==> src/rtl/tdm_pkg.sv <==
// Shared definitions for the two-slot TDM receive path: state encoding and
// default widths used by tdm_demux and its counters.
package tdm_pkg;

  localparam int N_DEF     = 3;
  localparam int CNT_W_DEF = 8;

  localparam logic ST_HUNT  = 1'b0;
  localparam logic ST_GOT_A = 1'b1;

endpackage : tdm_pkg

==> src/rtl/tdm_demux_sat_counter.sv <==
// Event counter with a selectable overflow policy: WRAP=1 rolls over to zero,
// WRAP=0 sticks at all-ones.
module sat_counter #(
  parameter int W    = 8,
  parameter bit WRAP = 1'b1
) (
  input  logic         clk,
  input  logic         rst,
  input  logic         inc,
  output logic [W-1:0] q
);

  logic [W-1:0] q_q;
  logic [W-1:0] q_d;
  logic         at_max;

  assign at_max = (q_q == {W{1'b1}});

  always_comb begin
    q_d = q_q;
    if (inc) begin
      if (WRAP || !at_max) begin
        q_d = q_q + W'(1);
      end
    end
  end

  always_ff @(posedge clk or posedge rst) begin
    if (rst) begin
      q_q <= '0;
    end else begin
      q_q <= q_d;
    end
  end

  assign q = q_q;

endmodule : sat_counter

==> src/rtl/tdm_demux.sv <==
// Receive side of a two-slot TDM link: pairs the sof-flagged A word with the
// following B word, strobes the pair out, and counts frames and framing errors.
module tdm_demux
  import tdm_pkg::*;
#(
  parameter int N     = N_DEF,
  parameter int CNT_W = CNT_W_DEF
) (
  input  logic             clk,
  input  logic             rst,
  input  logic [N-1:0]     din,
  input  logic             din_valid,
  input  logic             sof,
  output logic [N-1:0]     out_a,
  output logic [N-1:0]     out_b,
  output logic             out_valid,
  output logic             sync_err,
  output logic [CNT_W-1:0] frame_cnt,
  output logic [CNT_W-1:0] err_cnt
);

  // Handshake: a word is consumed on every posedge where din_valid=1; there is
  // no backpressure. out_valid/sync_err are single-cycle registered strobes.

  logic         state_q;
  logic         state_d;
  logic [N-1:0] a_hold_q;
  logic [N-1:0] a_hold_d;
  logic [N-1:0] out_a_q;
  logic [N-1:0] out_a_d;
  logic [N-1:0] out_b_q;
  logic [N-1:0] out_b_d;
  logic         out_valid_q;
  logic         sync_err_q;

  logic         load_a;
  logic         frame_done;
  logic         frame_err;

  // State register
  always_ff @(posedge clk or posedge rst) begin
    if (rst) begin
      state_q <= ST_HUNT;
    end else begin
      state_q <= state_d;
    end
  end

  // Next-state logic
  always_comb begin
    state_d = state_q;
    if (din_valid) begin
      case (state_q)
        ST_HUNT:  state_d = sof ? ST_GOT_A : ST_HUNT;
        ST_GOT_A: state_d = sof ? ST_GOT_A : ST_HUNT;
        default:  state_d = ST_HUNT;
      endcase
    end
  end

  // Output/action decode. A second sof while holding A is a lost B word:
  // flag it and restart the frame from the new A.
  always_comb begin
    load_a     = 1'b0;
    frame_done = 1'b0;
    frame_err  = 1'b0;
    if (din_valid) begin
      case (state_q)
        ST_HUNT: begin
          if (sof) begin
            load_a = 1'b1;
          end else begin
            frame_err = 1'b1;
          end
        end
        ST_GOT_A: begin
          if (sof) begin
            frame_err = 1'b1;
            load_a    = 1'b1;
          end else begin
            frame_done = 1'b1;
          end
        end
        default: begin
          frame_err = 1'b0;
        end
      endcase
    end
  end

  always_comb begin
    a_hold_d = load_a ? din : a_hold_q;
    out_a_d  = frame_done ? a_hold_q : out_a_q;
    out_b_d  = frame_done ? din : out_b_q;
  end

  always_ff @(posedge clk or posedge rst) begin
    if (rst) begin
      a_hold_q    <= '0;
      out_a_q     <= '0;
      out_b_q     <= '0;
      out_valid_q <= 1'b0;
      sync_err_q  <= 1'b0;
    end else begin
      a_hold_q    <= a_hold_d;
      out_a_q     <= out_a_d;
      out_b_q     <= out_b_d;
      out_valid_q <= frame_done;
      sync_err_q  <= frame_err;
    end
  end

  sat_counter #(
    .W    (CNT_W),
    .WRAP (1'b1)
  ) u_frame_cnt (
    .clk (clk),
    .rst (rst),
    .inc (frame_done),
    .q   (frame_cnt)
  );

  sat_counter #(
    .W    (CNT_W),
    .WRAP (1'b0)
  ) u_err_cnt (
    .clk (clk),
    .rst (rst),
    .inc (frame_err),
    .q   (err_cnt)
  );

  assign out_a     = out_a_q;
  assign out_b     = out_b_q;
  assign out_valid = out_valid_q;
  assign sync_err  = sync_err_q;

endmodule : tdm_demux
==> config.mk <==
export PLATFORM = sky130hd
export DESIGN_NAME = tdm_demux
export DESIGN_NICKNAME = d
export VERILOG_FILES = /design/src/rtl/tdm_pkg.sv /design/src/rtl/tdm_demux_sat_counter.sv /design/src/rtl/tdm_demux.sv
export SDC_FILE = /design/constraint.sdc
export NUM_CORES = 1
export LEC_CHECK = 0
export ABC_AREA = 1
export CORE_MARGIN = 3
export CORE_UTILIZATION = 45
export CTS_BUF_LIST = sky130_fd_sc_hd__clkbuf_8
export DETAILED_ROUTE_END_ITERATION = 16
export GPL_TIMING_DRIVEN = 1
export PLACE_DENSITY = 0.7
export SLEW_MARGIN = 25
export SYNTH_ARGS = -nofsm -noshare
export SYNTH_HDL_FRONTEND = slang
export SYNTH_SLANG_ARGS = --single-unit
==> constraint.sdc <==
create_clock -name clk -period 2.4 [get_ports clk]
set_input_delay 0.72 -clock clk [delete_from_list [all_inputs] [get_ports clk]]
set_output_delay 0.72 -clock clk [all_outputs]
set_load 0.05 [all_outputs]
Fig. 1: run 1, the clock network
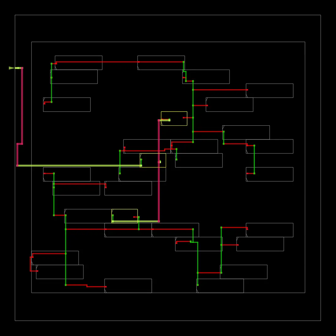
CTS buffer count: 3
# clk buffers: 3
sequential cell count: 28
worst skew pair latency: 0.27 ns
Clk power: 244 uW

Fig. 2: run 1, cell density map
Scale bar: 20 um. 12 x 12 tiles, from dark purple (low) to yellow (high), 0 to 100% covered.
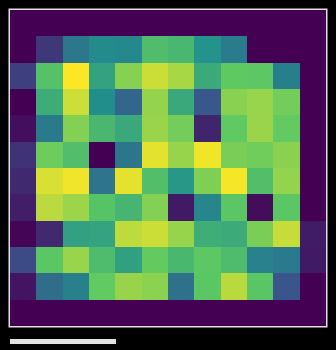
nearly empty tiles = 26%
emptiest ninth of the die = top right
tiles over 75% full = 30%
Final Util: 0.636
Core Region: 2610 um2
Pre-Place Util: 0.496

Fig. 3: run 1, signal wires by layer
Only two layers are drawn.
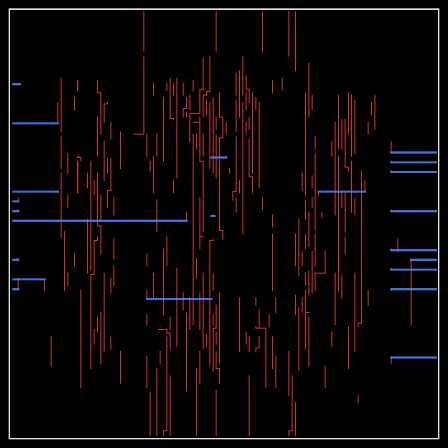
met3 -> blue  # wire length 116 um
met2 -> red  # wire length 1100 um

==> results.txt, run 1 <==
Outcome - finished clean
Wire length on met2 - 1100 um
Iter 0 DRT Violations - 47
Final Hold Fails - 0
Most frequent cells in the layout - nand2_1 (47), clkdlybuf4s50_1 (29), dfrtp_1 (28)
Part of the cycle the worst path needs - 0.935
Die ar. - 3560 um2
Worst-path cell chain - clkdlybuf4s50_1
Unique cell type count in the Yosys netlist - 18
Hold_ws - 0.485 ns
Reg2reg path depth - 6
DRT Wirelength - 2390 um
RSZ-0062 raised after global routing - no
Area grow syn2layout - 28.4%
Nets - 187
YS chip area - 1290 um2
# Cells Yosys - 143
Routed met3 length - 115 um
Antenna violations before repair - 0
CTS tree - built
PnR worst setup slack - 0.156 ns
First drt pass iteration count - 4
CP max stage delay - 0.83 ns
Via count - 1011
Worst Setup SP - u_frame_cnt.q[2]
## run 1: layout make-up
cell class                      count  area, um2
Clock buffer                        3       41.3
Timing Repair Buffer               31        305
Sequential cell                    28        701
Tap cell                           30       37.5
Fill cell                         230        950
Inverter                           20       75.1
Multi-Input combinational cell     93        503
## run 1: registers in the layout, indices dropped and copies added, names as in the netlist
name	count
a_hold_q	3
out_a	3
out_valid	1
u_err_cnt.q	8
sync_err	1
state_q	1
out_b	3
u_frame_cnt.q	8
## run 1: power by group through the flow
stage / combinational (uW) / clock, uW / sequential (uW)
detailed placement: 709 / 0 / 684
finish: 702 / 244 / 675
global route: 751 / 273 / 694
global placement: 703 / 0 / 678
floorplan: 190 / 0 / 976
CTS: 711 / 251 / 674
## run 1: cells by family (layout without fill, tap and decap cells)
family / count (synthesis) / after routing / share of synthesized area
simple gates: 75 / 75 / 0.284
flops: 28 / 28 / 0.541
buf+inv: 22 / 54 / 0.0705
compound gates: 9 / 9 / 0.0348
xor+xnor: 6 / 6 / 0.0406
fa+ha+maj: 3 / 3 / 0.0290
## run 1: worst min-delay path by stage
stage	startpoint	end	cells after the start
after global placement	a_hold_q[1]	out_a[1]	2
final	a_hold_q[1]	out_a[1]	2
after global routing	a_hold_q[1]	out_a[1]	2
after floorplan	a_hold_q[0]	out_a[0]	2
after detailed placement	a_hold_q[1]	out_a[1]	2
after CTS	a_hold_q[1]	out_a[1]	2
## run 1: cell usage after synthesis, types with 2 or more instances
master	count
nand2_1	47
dfrtp_1	28
inv_1	20
o21ai_0	8
nand3_1	7
nor2_1	6
nand3b_1	4
nand4_1	4
xor2_1	4
ha_1	3
nand2_2	2
nor2_4	2
nor3_4	2
xnor2_1	2
## run 1: layer usage
layer / GRT usage / up-vias
li1: - / 509
met2: 0.252 / 23
met1: 0.220 / 474
met5: 0 / -
met3: 0.0327 / 5
met4: 0.0665 / 0
## run 1: metrics by stage
stage                     instance area [um2]  power, uW  instances  utilization
after floorplan                          1290       1170        143            -
after global placement                   1620       1380        202        0.621
after detailed placement                 1620       1390        202        0.621
after CTS                                1660       1640        205        0.636
after global routing                     1660       1720        205        0.636
final                                    1660       1620        205        0.636
==> run 1 -> run 2 <==
Settings changed: CAP_MARGIN from default to 40.
Fig. 4: run 2, signal metal coverage by tile
12 x 12 tiles, from dark purple (low) to yellow (high), scaled to the fullest tile. Values are wire area over tile area, all layers added.
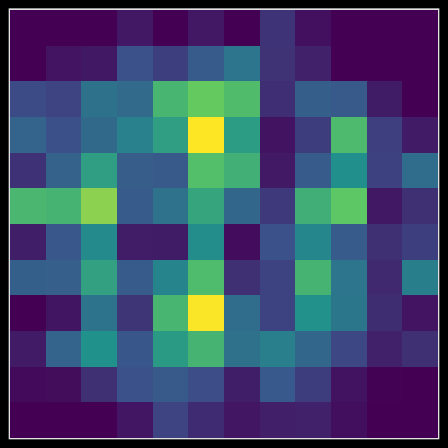
emptiest ninth of the die = top right
mean over tiles = 0.11
tiles over half the peak = 17%
fullest tile = 0.41
densest ninth of the die = left middle
WL per Instance: 11.7 um
via count: 1011
Tot GR Track Use: 0.162
DRT Wirelength: 2390 um

Fig. 5: run 2, signal wires by layer
Only two layers are drawn.
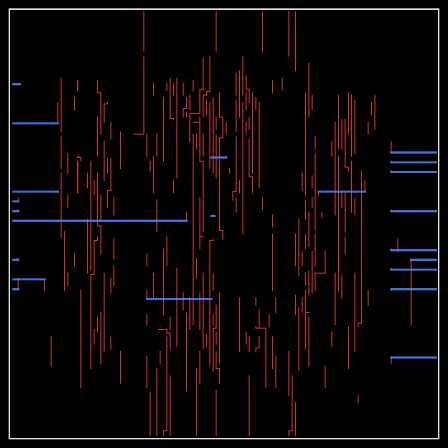
met3 -> blue  # wire length 116 um
met2 -> red  # wire length 1100 um

Fig. 6: run 2, sequential cells grouped by signal name
Scale bar: 20 um. Other sequential cells in the stronger gray, the rest of the logic in the fainter gray.
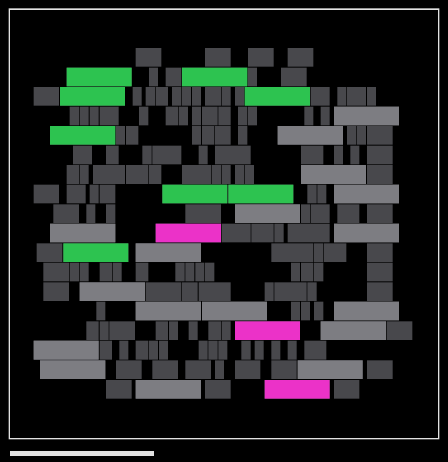
`out_a` -> magenta  # placed flops 3
`u_err_cnt.q` -> green  # placed flops 8
not colored = 17
Seq area share: 0.421
Reg area: 701 um2
Power Sequential: 675 uW

==> results.txt, run 2 <==
Filler instances - 230
Part of the cycle the worst path needs - 0.935
Worst-path clk slew - 0.09 ns
Top Usage Layer GRT - met2
Met3 GRT Util - 0.0327
Most frequent cells in the layout - nand2_1 (47), clkdlybuf4s50_1 (29), dfrtp_1 (28)
Die ar. - 3560 um2
Routed Antenna Nets - 0
Worst hold path depth - 2
Synth top cell by count - nand2_1
Clock tree sinks - 28
P_sw - 707 uW
Tot Pwr - 1620 uW
Antenna violations before repair - 0
Pre-Place Util - 0.496
CP top delay family - buffers and inverters
Outcome - finished clean
Worst Setup SP - u_frame_cnt.q[2]
Floorplan net count - 153
Post-synth top cells - nand2_1 (47), dfrtp_1 (28), inv_1 (20)
CTS tree - built
Unique cell type count in the Yosys netlist - 18
# Cells Yosys - 143
Met2 Use GR - 0.252
CTS buffer count - 3
Mapped Cells - 143
Critical path destination - frame_cnt[2]
Final Hold Fails - 0
Met1 Use GR - 0.220
CP max stage delay - 0.83 ns
Worst path slowest cell - clkdlybuf4s50_1
Die X-Extent - 59.6 um
Reg2reg path depth - 6
First drt pass iteration count - 4
Worst-path cell chain - clkdlybuf4s50_1
Worst skew pair latency - 0.27 ns
Iter 0 DRT Violations - 47
Core Region - 2610 um2
YS chip area - 1290 um2
Area grow syn2layout - 28.4%
run 2: cell counts in the layout (fill, tap and decap cells not counted):
Identical to the previous run, type by type.
run 2: cell type report:
cell class                 instances  area, um2  area share
multi-input combinational         93        503       0.302
tap                               30       37.5      0.0226
sequential                        28        701       0.421
timing repair buffer              31        305       0.184
clock buffer                       3       41.3      0.0248
inverter                          20       75.1      0.0451
run 2: per-layer routing:
| layer | vias to the layer above | share of wire |
|---|---|---|
| li1 | 509 | - |
| met1 | 474 | 0.47 |
| met2 | 23 | 0.46 |
| met3 | 5 | 0.048 |
| met4 | 0 | 0.016 |
| met5 | - | 0 |
run 2: logic make-up (layout without fill, tap and decap cells):
group,Yosys count,in the layout,synth area share
compound gates,9,9,0.0348
xor+xnor,6,6,0.0406
fa+ha+maj,3,3,0.0290
buf+inv,22,54,0.0705
flops,28,28,0.541
simple gates,75,75,0.284
run 2: per-stage QoR:
step           setup slack (ns)  instance area [um2]  cells  hold WS (ns)   util
2_1_floorplan             0.810                 1290    143         0.442      -
5_1_grt                  0.0848                 1660    205         0.502  0.636
3_3_place_gp              0.227                 1620    202         0.457  0.621
3_5_place_dp              0.195                 1620    202         0.465  0.621
6_report                  0.156                 1660    205         0.485  0.636
4_1_cts                   0.146                 1660    205         0.485  0.636
run 2: tightest hold or removal path: cells and delay by family (launching register included):
family           cells  cell delay [ns]
flip-flops           1             0.35
AND/OR/NAND/NOR      2             0.10
run 2: worst min path at each step:
stage,start,to
floorplan,a_hold_q[0],out_a[0]
global placement,a_hold_q[1],out_a[1]
detailed placement,a_hold_q[1],out_a[1]
CTS,a_hold_q[1],out_a[1]
global route,a_hold_q[1],out_a[1]
finish,a_hold_q[1],out_a[1]
run 2: power by group through the flow:
stage,clock network (uW),registers [uW],logic (uW)
after floorplan,0,976,190
after global placement,0,678,703
after detailed placement,0,684,709
after CTS,251,674,711
after global routing,273,694,751
final,244,675,702
Fig. 7: run 2, the clock network
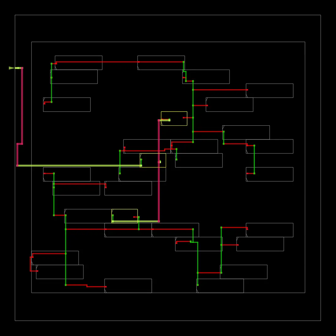

==> run 2 -> run 3 <==
Settings changed: PLACE_DENSITY 0.7 to 0.73.
Fig. 8: run 3, the clock network
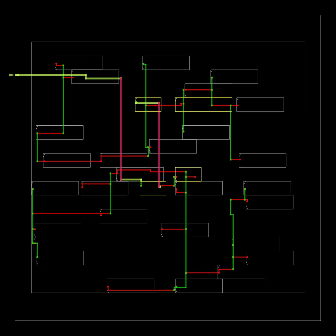
Max Clock Skew: 0.00694 ns
Clk power: 370 uW
clock tree sinks: 28

Fig. 9: run 3, sequential cells grouped by signal name
Scale bar: 20 um. Other sequential cells in the stronger gray, the rest of the logic in the fainter gray.
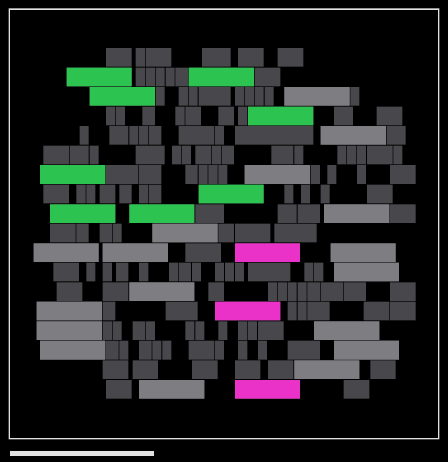
`out_a` -> magenta  # placed flops 3
`u_err_cnt.q` -> green  # placed flops 8
not colored = 17

==> results.txt, run 3 <==
CTS buffer count - 3
CP max stage delay - 0.83 ns
Multiplexer share - 0
Iter 0 DRT Violations - 41
Routed Antenna Nets - 0
Adder share - 0.0290
Pre-Place Util - 0.496
Outcome - finished clean
Final Hold Fails - 0
# Cells Yosys - 143
Yosys xor share - 0.0406
Worst-path clk slew - 0.10 ns
Worst skew pair latency - 0.27 ns
YS chip area - 1290 um2
Comb area leader - simple AND/OR/NAND/NOR gates
Nets - 187
Floorplan net count - 153
CP top delay family - buffers and inverters
Complex Gates by Area - 0.0348
Die ar. - 3560 um2
Cells after DPL - 202
Mapped Cells - 143
Post-route insts no fill - 206
Worst-path cell chain - clkdlybuf4s50_1
Antenna violations before repair - 0
First drt pass iteration count - 4
Most frequent cells in the layout - nand2_1 (47), clkdlybuf4s50_1 (29), dfrtp_1 (28)
RSZ-0062 raised after global routing - no
Reg2reg path depth - 7
Die X-Extent - 59.6 um
Yosys simple share - 0.284
CTS tree - built
Worst hold path depth - 2
Fig. 10: run 3, signal metal coverage by tile
12 x 12 tiles, from dark purple (low) to yellow (high), scaled to the fullest tile. Values are wire area over tile area, all layers added.
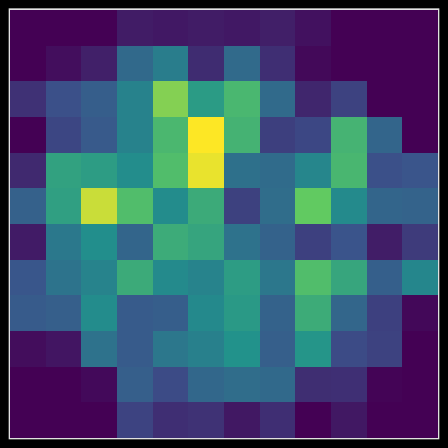
densest ninth of the die = middle
mean over tiles = 0.11
nearly empty tiles = 17%
fullest tile = 0.38
Tot GR Track Use: 0.174
DRT Wirelength: 2500 um
via count: 1034
WL per Instance: 12.1 um

-- run 3: cell counts after synthesis --
Identical to the previous run, type by type.
-- run 3: metrics by stage --
step	util	setup WS (ns)	area, um2	hold WS [ns]
2_1_floorplan	-	0.810	1290	0.442
3_3_place_gp	0.622	0.238	1620	0.458
3_5_place_dp	0.622	0.189	1620	0.466
4_1_cts	0.649	0.0413	1700	0.491
5_1_grt	0.650	0.0828	1700	0.519
6_report	0.650	0.137	1700	0.484
-- run 3: layout make-up --
cell class / instances / area, um2
sequential: 28 / 701
multi-input combinational: 93 / 503
inverter: 20 / 75.1
fill: 225 / 915
clock buffer: 3 / 41.3
timing repair buffer: 31 / 310
clock inverter: 1 / 30.0
tap: 30 / 37.5
-- run 3: worst reg2reg max path: stages, from the launching register on --
cell,delay (ns)
dfrtp_1,0.40
ha_1,0.27
nand2_1,0.14
nor2_1,0.21
nand4_1,0.13
nand2_1,0.08
nand2_1,0.04
inv_1,0.04
-- run 3: repair_timing --
item	in CTS	in global routing
resized	0	1
endpoints found under the hold margin	0	0
setup endpoints to repair	0	1
-- run 3: cell families after synthesis --
| family | after synthesis |
|---|---|
| simple gates | 75 |
| xor+xnor | 6 |
| flops | 28 |
| buf+inv | 22 |
| fa+ha+maj | 3 |
| compound gates | 9 |
-- run 3: final timing paths --
check | startpoint | to
worst max register to register | state_q | u_err_cnt.q[6]
worst max-delay path | u_frame_cnt.q[3] | frame_cnt[3]
worst min-delay path | a_hold_q[0] | out_a[0]
worst min register to register | a_hold_q[0] | out_a[0]
max in group asynchronous | rst | u_err_cnt.q[1]
min in group asynchronous | rst | u_frame_cnt.q[3]
-- run 3: where the power goes --
group / internal (uW) / switching (uW) / total (uW)
Clock: 223 / 147 / 370
Sequential: 569 / 103 / 672
Combinational: 237 / 476 / 712
Total: 1030 / 725 / 1750
-- run 3: routing by layer --
metal | global-route usage | up-vias | routed length, um
met5 | 0 | - | 0
met4 | 0.0570 | 0 | 36
met3 | 0.0305 | 4 | 113
met2 | 0.284 | 28 | 1260
met1 | 0.233 | 493 | 1090
li1 | - | 509 | -
Power and IR drop assume default switching activity.
